===== config.mk =====
export PLATFORM = sky130hd
export DESIGN_NAME = sw_word_loader_flat
export DESIGN_NICKNAME = d
export VERILOG_FILES = /design/src/rtl/sw_word_loader_pkg.sv /design/src/rtl/sw_word_loader_if.sv /design/src/rtl/sw_word_loader_btn_debounce.sv /design/src/rtl/sw_word_loader.sv /design/src/flat_wrapper.sv
export SDC_FILE = /design/constraint.sdc
export NUM_CORES = 1
export LEC_CHECK = 0
export ABC_AREA = 1
export CAP_MARGIN = 30
export CORE_MARGIN = 1
export CORE_UTILIZATION = 40
export DETAILED_ROUTE_END_ITERATION = 8
export GPL_ROUTABILITY_DRIVEN = 0
export HOLD_SLACK_MARGIN = 0.05
export SETUP_SLACK_MARGIN = 0.4
export SLEW_MARGIN = 25
export SYNTH_ARGS = -nofsm -noshare
export SYNTH_HDL_FRONTEND = slang
export SYNTH_SLANG_ARGS = --single-unit

===== constraint.sdc =====
create_clock -name Clk -period 2.15 [get_ports Clk]
set_input_delay 0.43 -clock Clk [delete_from_list [all_inputs] [get_ports Clk]]
set_output_delay 0.43 -clock Clk [all_outputs]
set_load 0.01 [all_outputs]

===== src/rtl/sw_word_loader_pkg.sv =====
// Shared constants for the switch word loader: byte width, lane count,
// FSM state encodings and a lane-insert helper.
package sw_word_loader_pkg;

  localparam int BYTE_W = 8;
  localparam int LANES  = 4;
  localparam int WORD_W = BYTE_W * LANES;

  typedef enum logic {
    COLLECT = 1'b0,
    FULL    = 1'b1
  } state_t;

  function automatic logic [WORD_W-1:0] put_lane(
    input logic [WORD_W-1:0] word,
    input logic [1:0]        lane,
    input logic [BYTE_W-1:0] data
  );
    logic [WORD_W-1:0] result;
    result = word;
    result[lane*BYTE_W +: BYTE_W] = data;
    return result;
  endfunction

endpackage


===== src/rtl/sw_word_loader_if.sv =====
// Consumer-side handshake of the word loader: the assembled word, its
// valid flag, the next lane index and the consumer's ready.
interface sw_word_loader_if;
  import sw_word_loader_pkg::*;

  logic [WORD_W-1:0] Word;
  logic              Valid;
  logic [1:0]        Idx;
  logic              Ready;

  modport master (output Word, output Valid, output Idx, input Ready);
  modport slave  (input Word, input Valid, input Idx, output Ready);

endinterface


===== src/rtl/sw_word_loader_btn_debounce.sv =====
// Button conditioning: 2-flop synchronizer, counter-based debouncer and a
// registered one-cycle pulse on each debounced rising edge.
module btn_debounce #(
  parameter int DEB_CYCLES = 1000000
) (
  input  logic Clk,
  input  logic Rst,
  input  logic BTN,
  output logic pulse
);

  localparam int CNT_W = (DEB_CYCLES > 2) ? $clog2(DEB_CYCLES) : 1;
  localparam logic [CNT_W-1:0] CNT_LAST = CNT_W'(DEB_CYCLES - 1);

  logic             sync_a;
  logic             sync_b;
  logic             level;
  logic [CNT_W-1:0] cnt;

  // The level flips on the DEB_CYCLES-th consecutive differing sample, and the
  // pulse is raised on that same edge so it is high during the following cycle.
  always_ff @(posedge Clk) begin
    if (!Rst) begin
      sync_a <= 1'b0;
      sync_b <= 1'b0;
      level  <= 1'b0;
      cnt    <= '0;
      pulse  <= 1'b0;
    end else begin
      sync_a <= BTN;
      sync_b <= sync_a;
      pulse  <= 1'b0;
      if (sync_b == level) begin
        cnt <= '0;
      end else if (cnt == CNT_LAST) begin
        cnt   <= '0;
        level <= sync_b;
        pulse <= sync_b;
      end else begin
        cnt <= cnt + 1'b1;
      end
    end
  end

endmodule


===== src/rtl/sw_word_loader.sv =====
// Assembles a 32-bit operand from four debounced switch loads and holds it
// for a ready/valid consumer.
module sw_word_loader
  import sw_word_loader_pkg::*;
#(
  parameter int DEB_CYCLES = 1000000
) (
  input  logic              Clk,
  input  logic              Rst,
  input  logic [BYTE_W-1:0] SW,
  input  logic              BTN,
  input  logic              CLR,
  sw_word_loader_if.master  bus
);

  logic   load;
  state_t state;

  btn_debounce #(
    .DEB_CYCLES(DEB_CYCLES)
  ) u_deb (
    .Clk   (Clk),
    .Rst   (Rst),
    .BTN   (BTN),
    .pulse (load)
  );

  // Reset beats CLR, and CLR beats any load pulse or Ready in the same cycle.
  always_ff @(posedge Clk) begin
    if (!Rst) begin
      state     <= COLLECT;
      bus.Word  <= '0;
      bus.Valid <= 1'b0;
      bus.Idx   <= 2'd0;
    end else if (CLR) begin
      state     <= COLLECT;
      bus.Word  <= '0;
      bus.Valid <= 1'b0;
      bus.Idx   <= 2'd0;
    end else begin
      case (state)
        COLLECT: begin
          if (load) begin
            bus.Word <= put_lane(bus.Word, bus.Idx, SW);
            bus.Idx  <= bus.Idx + 2'd1;
            if (bus.Idx == 2'd3) begin
              state     <= FULL;
              bus.Valid <= 1'b1;
            end
          end
        end
        FULL: begin
          if (bus.Ready) begin
            state     <= COLLECT;
            bus.Valid <= 1'b0;
          end
        end
        default: begin
          state     <= COLLECT;
          bus.Valid <= 1'b0;
        end
      endcase
    end
  end

endmodule


===== src/flat_wrapper.sv =====
// flat-port wrapper written by rule: the top's interface ports become plain ports
module sw_word_loader_flat import sw_word_loader_pkg::*;
#(
  parameter int DEB_CYCLES = 1000000
)
  (Clk, Rst, SW, BTN, CLR, bus_Word, bus_Valid, bus_Idx, bus_Ready);
  sw_word_loader_if bus_i ();
  input  logic Clk;
  input  logic Rst;
  input  logic [BYTE_W-1:0] SW;
  input  logic BTN;
  input  logic CLR;
  output wire logic [$bits(bus_i.Word)-1:0] bus_Word;
  output wire logic [$bits(bus_i.Valid)-1:0] bus_Valid;
  output wire logic [$bits(bus_i.Idx)-1:0] bus_Idx;
  input wire logic [$bits(bus_i.Ready)-1:0] bus_Ready;
  assign bus_Word = bus_i.Word;
  assign bus_Valid = bus_i.Valid;
  assign bus_Idx = bus_i.Idx;
  assign bus_i.Ready = bus_Ready;
  sw_word_loader #(.DEB_CYCLES(DEB_CYCLES)) u_core (.Clk(Clk), .Rst(Rst), .SW(SW), .BTN(BTN), .CLR(CLR), .bus(bus_i));
endmodule

Figure 1. Wiring by layer (run 1).
Two of the layers only.
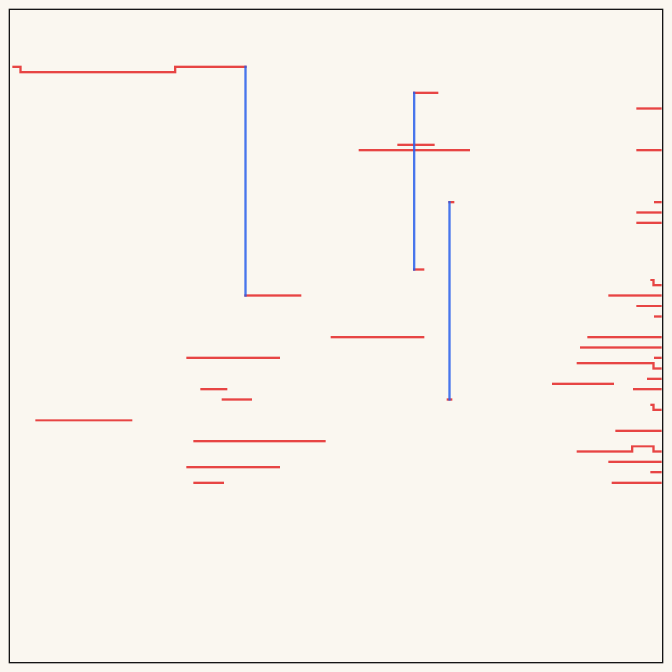
legend:
  M4:
    color: blue
    wire_length: 78.9 µm
  M3:
    color: red
    wire_length: 242 µm
aggregate routed wire length: 6.39 mm
Routed wire per std cell: 12.5 µm
vias after detailed routing: 2,508
Overall Global Routing Usage: 0.192

Figure 2. Routing congestion map (run 1).
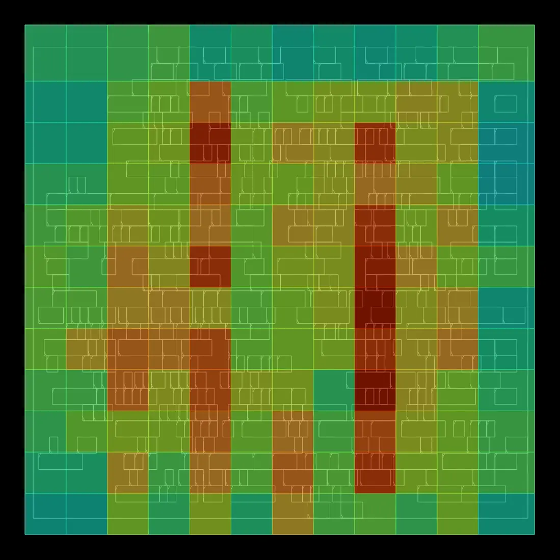
global routing met2 resource utilization: 0.320
Util after Layout: 0.541
layer carrying the most global-route usage: met2
met1 Track Usage GR: 0.242
met3 track demand over resource: 0.0331

Figure 3. The metal 3 layer (run 1).
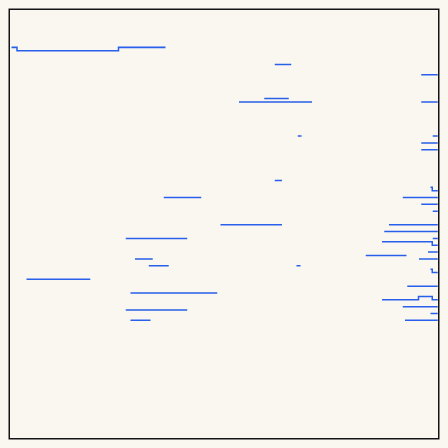
longest straight run: 20.2 µm
wire length on this layer: 242 µm
share of all routed wire: 3.8%

==> flow.log, run 1 <==
[report] implementation figures
[metrics] Post-route DRC: 0
[metrics] worst hold slack: 0.444 ns
[metrics] number of standard cells after synthesis: 377
[metrics] final setup vio count: 0
[metrics] number of placement rows: 29
[metrics] worst reg-to-reg path cell count: 6
[metrics] Initial DRC Count: 107
[metrics] cell family contributing the most delay on the critical path: buffers and inverters
[metrics] Reg2Reg Launch Point: u_core.bus.Idx[0]
[metrics] number of antenna-violating nets in the routed design: 0
[metrics] path type of the worst setup path: flip-flop to output pin
[metrics] total of hold buffers inserted after clock tree synthesis: 0
[metrics] Seq group: roughly 1.1 mW
[metrics] endpoint class of the critical path: output pin
[metrics] cell total in the yosys stat output: 377
[metrics] post-synthesis to final-layout area growth: 27.3%
[metrics] sequential group share of total power: 0.488
[metrics] Distinct cells, synth: 28
[metrics] reg-to-reg slack, setup: about 0.52 ns
[metrics] Crit Path Max Fanout: 4
[metrics] Buffers & Inverters on Critical Path: 1
[metrics] post-synthesis simple-gate area fraction: 0.335
[metrics] effective utilization at floorplan: 0.425
[metrics] CTS buffer count: 9
[metrics] aggregate global routing overflow: 0
[metrics] crit path DAT: 1.24 ns
[metrics] cell breakdown of the critical path: clkdlybuf4s50_1
[metrics] status: finished, final reports clean
[metrics] clock-pin transition on the worst setup and hold timing paths: approximately 0.07 ns
[metrics] warning total across the stage logs: 30
[metrics] post-CTS setup buffer count: 0
[metrics] Worst-Margin Slew: 0.518 ns
[metrics] max-capacitance violation count: 0
[metrics] adder-cell share of the synthesized area: 0.0270
[metrics] minimum clock period: 1.67 ns
[metrics] launch point of the worst hold path: u_core.u_deb.sync_a
[metrics] total inserted antenna cells: 0
[metrics] TritonCTS clock tree: yes
[metrics] Max-slew headroom: 0.654
[metrics] Boundary Pins: 48
[run 1: layout make-up]
type                       count  area, µm²
clock buffer                  12        145
clock inverter                 4       72.6
fill                         643       3000
inverter                      32        120
multi-input combinational    274       1390
sequential                    60       1210
tap                           77       96.3
timing repair buffer          51        499
[run 1: state kept, by name, indices dropped and copies added, names as in the netlist]
signal,flops
u_core.u_deb.sync_b,1
u_core.u_deb.level,1
u_core.u_deb.cnt,20
u_core.bus.Valid,1
u_core.state,1
u_core.bus.Word,32
u_core.u_deb.sync_a,1
u_core.u_deb.pulse,1
u_core.bus.Idx,2
==> run 2, diff against run 1 <==
Clock period 2.15 ns to 1.6 ns, I/O delays scaled along.
==> run 2 against run 1 <==
Final cell count increased by 7.8%. Core utilization is 13 points higher. Clock skew fell by 0.0012 ns. Critical path type is now flip-flop to flip-flop. Global-route usage increased by 1.3 points. Sequential power increased by 34%. Synthesized cell count stayed put. Critical endpoint is now u_core.bus.Word[21].
==> flow.log, run 2 <==
[report] implementation figures
[metrics] status: finished, final reports clean
[metrics] met3 track demand over resource: 0.0700 (+0.0370)
[metrics] number of standard cells after synthesis: 377 (unchanged)
[metrics] sequential share of cell area: 0.286 (-0.0552)
[metrics] worst reg-to-reg path cell count: 10 (+4)
[metrics] adder-cell share of the synthesized area: 0.0270 (unchanged)
[metrics] minimum clock period: 1.46 ns
[metrics] CTS buffer count: 9 (unchanged)
[metrics] cell breakdown of the critical path: inv_6 -> buf_6 -> ha_4 -> clkinvlp_4 -> buf_12 -> buf_6 -> nand2_4 -> nor2_4 -> nand3_2 -> a21oi_2
[metrics] reg-to-reg slack, setup: 0.14 ns (-0.38 ns)
[metrics] effective utilization at floorplan: 0.425 (unchanged)
[metrics] Post-route DRC: 0 (unchanged)
[metrics] clock-pin transition on the worst setup and hold timing paths: 0.06 ns (about the same)
[metrics] Well Taps: 77 (unchanged)
[metrics] TritonCTS clock tree: yes
[metrics] count of non-CTS inverters in the layout: 33 (+3.1%)
[metrics] area of combinational cells with multiple inputs: 1870 µm² (+34%)
[metrics] cell family contributing the most delay on the critical path: buffers and inverters
[metrics] NonClk Buf Share: 0.183 (+0.0420)
[metrics] Distinct cells, synth: 28 (unchanged)
[metrics] layer carrying the most global-route usage: met2
[metrics] number of placement rows: 29 (unchanged)
[metrics] final setup vio count: 0 (unchanged)
[metrics] Seq group: 1.49 mW (+34%)
[metrics] endpoint class of the critical path: flip-flop
[metrics] Regs by FF count: u_core.bus.Word: 32 flops, u_core.u_deb.cnt: 20 flops, u_core.bus.Idx: 2 flops
[metrics] Filler Cell Count: 545 (-15%)
[metrics] logic share of the area: 0.426 (+0.0313)
[metrics] Worst-Margin Slew: 0.283 ns (-0.235 ns)
[metrics] max-capacitance violation count: 0 (unchanged)
[metrics] register cell area after layout: 1260 µm² (+4.1%)
[metrics] warning total across the stage logs: 33 (+10%)
[metrics] launch point of the worst hold path: Rst
[metrics] cell total in the yosys stat output: 377 (unchanged)
[metrics] met1 Track Usage GR: 0.233 (-0.00890)
[metrics] max FFs per register: 32 (unchanged)
[metrics] Max-slew headroom: 0.811 (+0.156)
[metrics] Initial DRC Count: 92 (-14%)
[metrics] register with the most flip-flops: u_core.bus.Word
[metrics] Reg2Reg Launch Point: u_core.bus.Idx[0]
[metrics] layout multi-input combinational cell count: 274 (unchanged)
==> run 2: cell counts after synthesis <==
No cell type changed its count.
==> run 2: how the worst max path moves through the flow <==
stage                                  from              endpoint  slack (ns)  cells past startpoint
after floorplan           u_core.bus.Idx[0]    u_core.bus.Word[0]        0.14                      7
after global placement                  Rst  u_core.u_deb.cnt[15]        0.07                      6
after detailed placement                Rst  u_core.u_deb.cnt[19]       0.004                      6
after CTS                 u_core.bus.Idx[1]    u_core.bus.Word[5]        0.10                      6
after global routing      u_core.bus.Idx[1]    u_core.bus.Word[3]        0.05                      7
final                     u_core.bus.Idx[0]   u_core.bus.Word[21]        0.14                     10
Figure 4. Pin map (run 2).
Pins as bars across the die edge, other pins in gray.
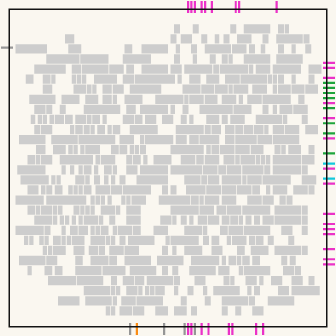
legend:
  `SW`:
    color: green
    pins: 8
    direction: input
    edge: right
  `bus_Idx`:
    color: cyan
    pins: 2
    direction: output
    edge: right
  `Rst`:
    color: orange
    pins: 1
    direction: input
    edge: bottom
  `bus_Word`:
    color: magenta
    pins: 32
    direction: output
    edge: 15 right, 9 top, 8 bottom
all pins by edge: 25 right, 13 bottom, 9 top, 1 left
Chip Width: 85.3 µm
DIE HEIGHT: 85.3 µm

Figure 5. Wiring by layer (run 2).
Two of the layers only.
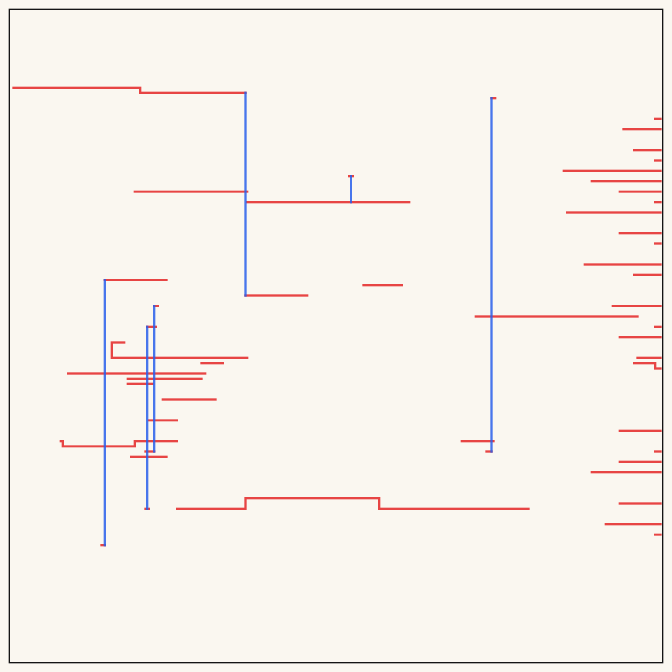
legend:
  M4:
    color: blue
    wire_length: 154 µm
  M3:
    color: red
    wire_length: 374 µm
Overall Global Routing Usage: 0.205
vias after detailed routing: 2,747
Routed wire per std cell: 14.0 µm

No activity file was given, so power comes from the tool's default toggle rates.
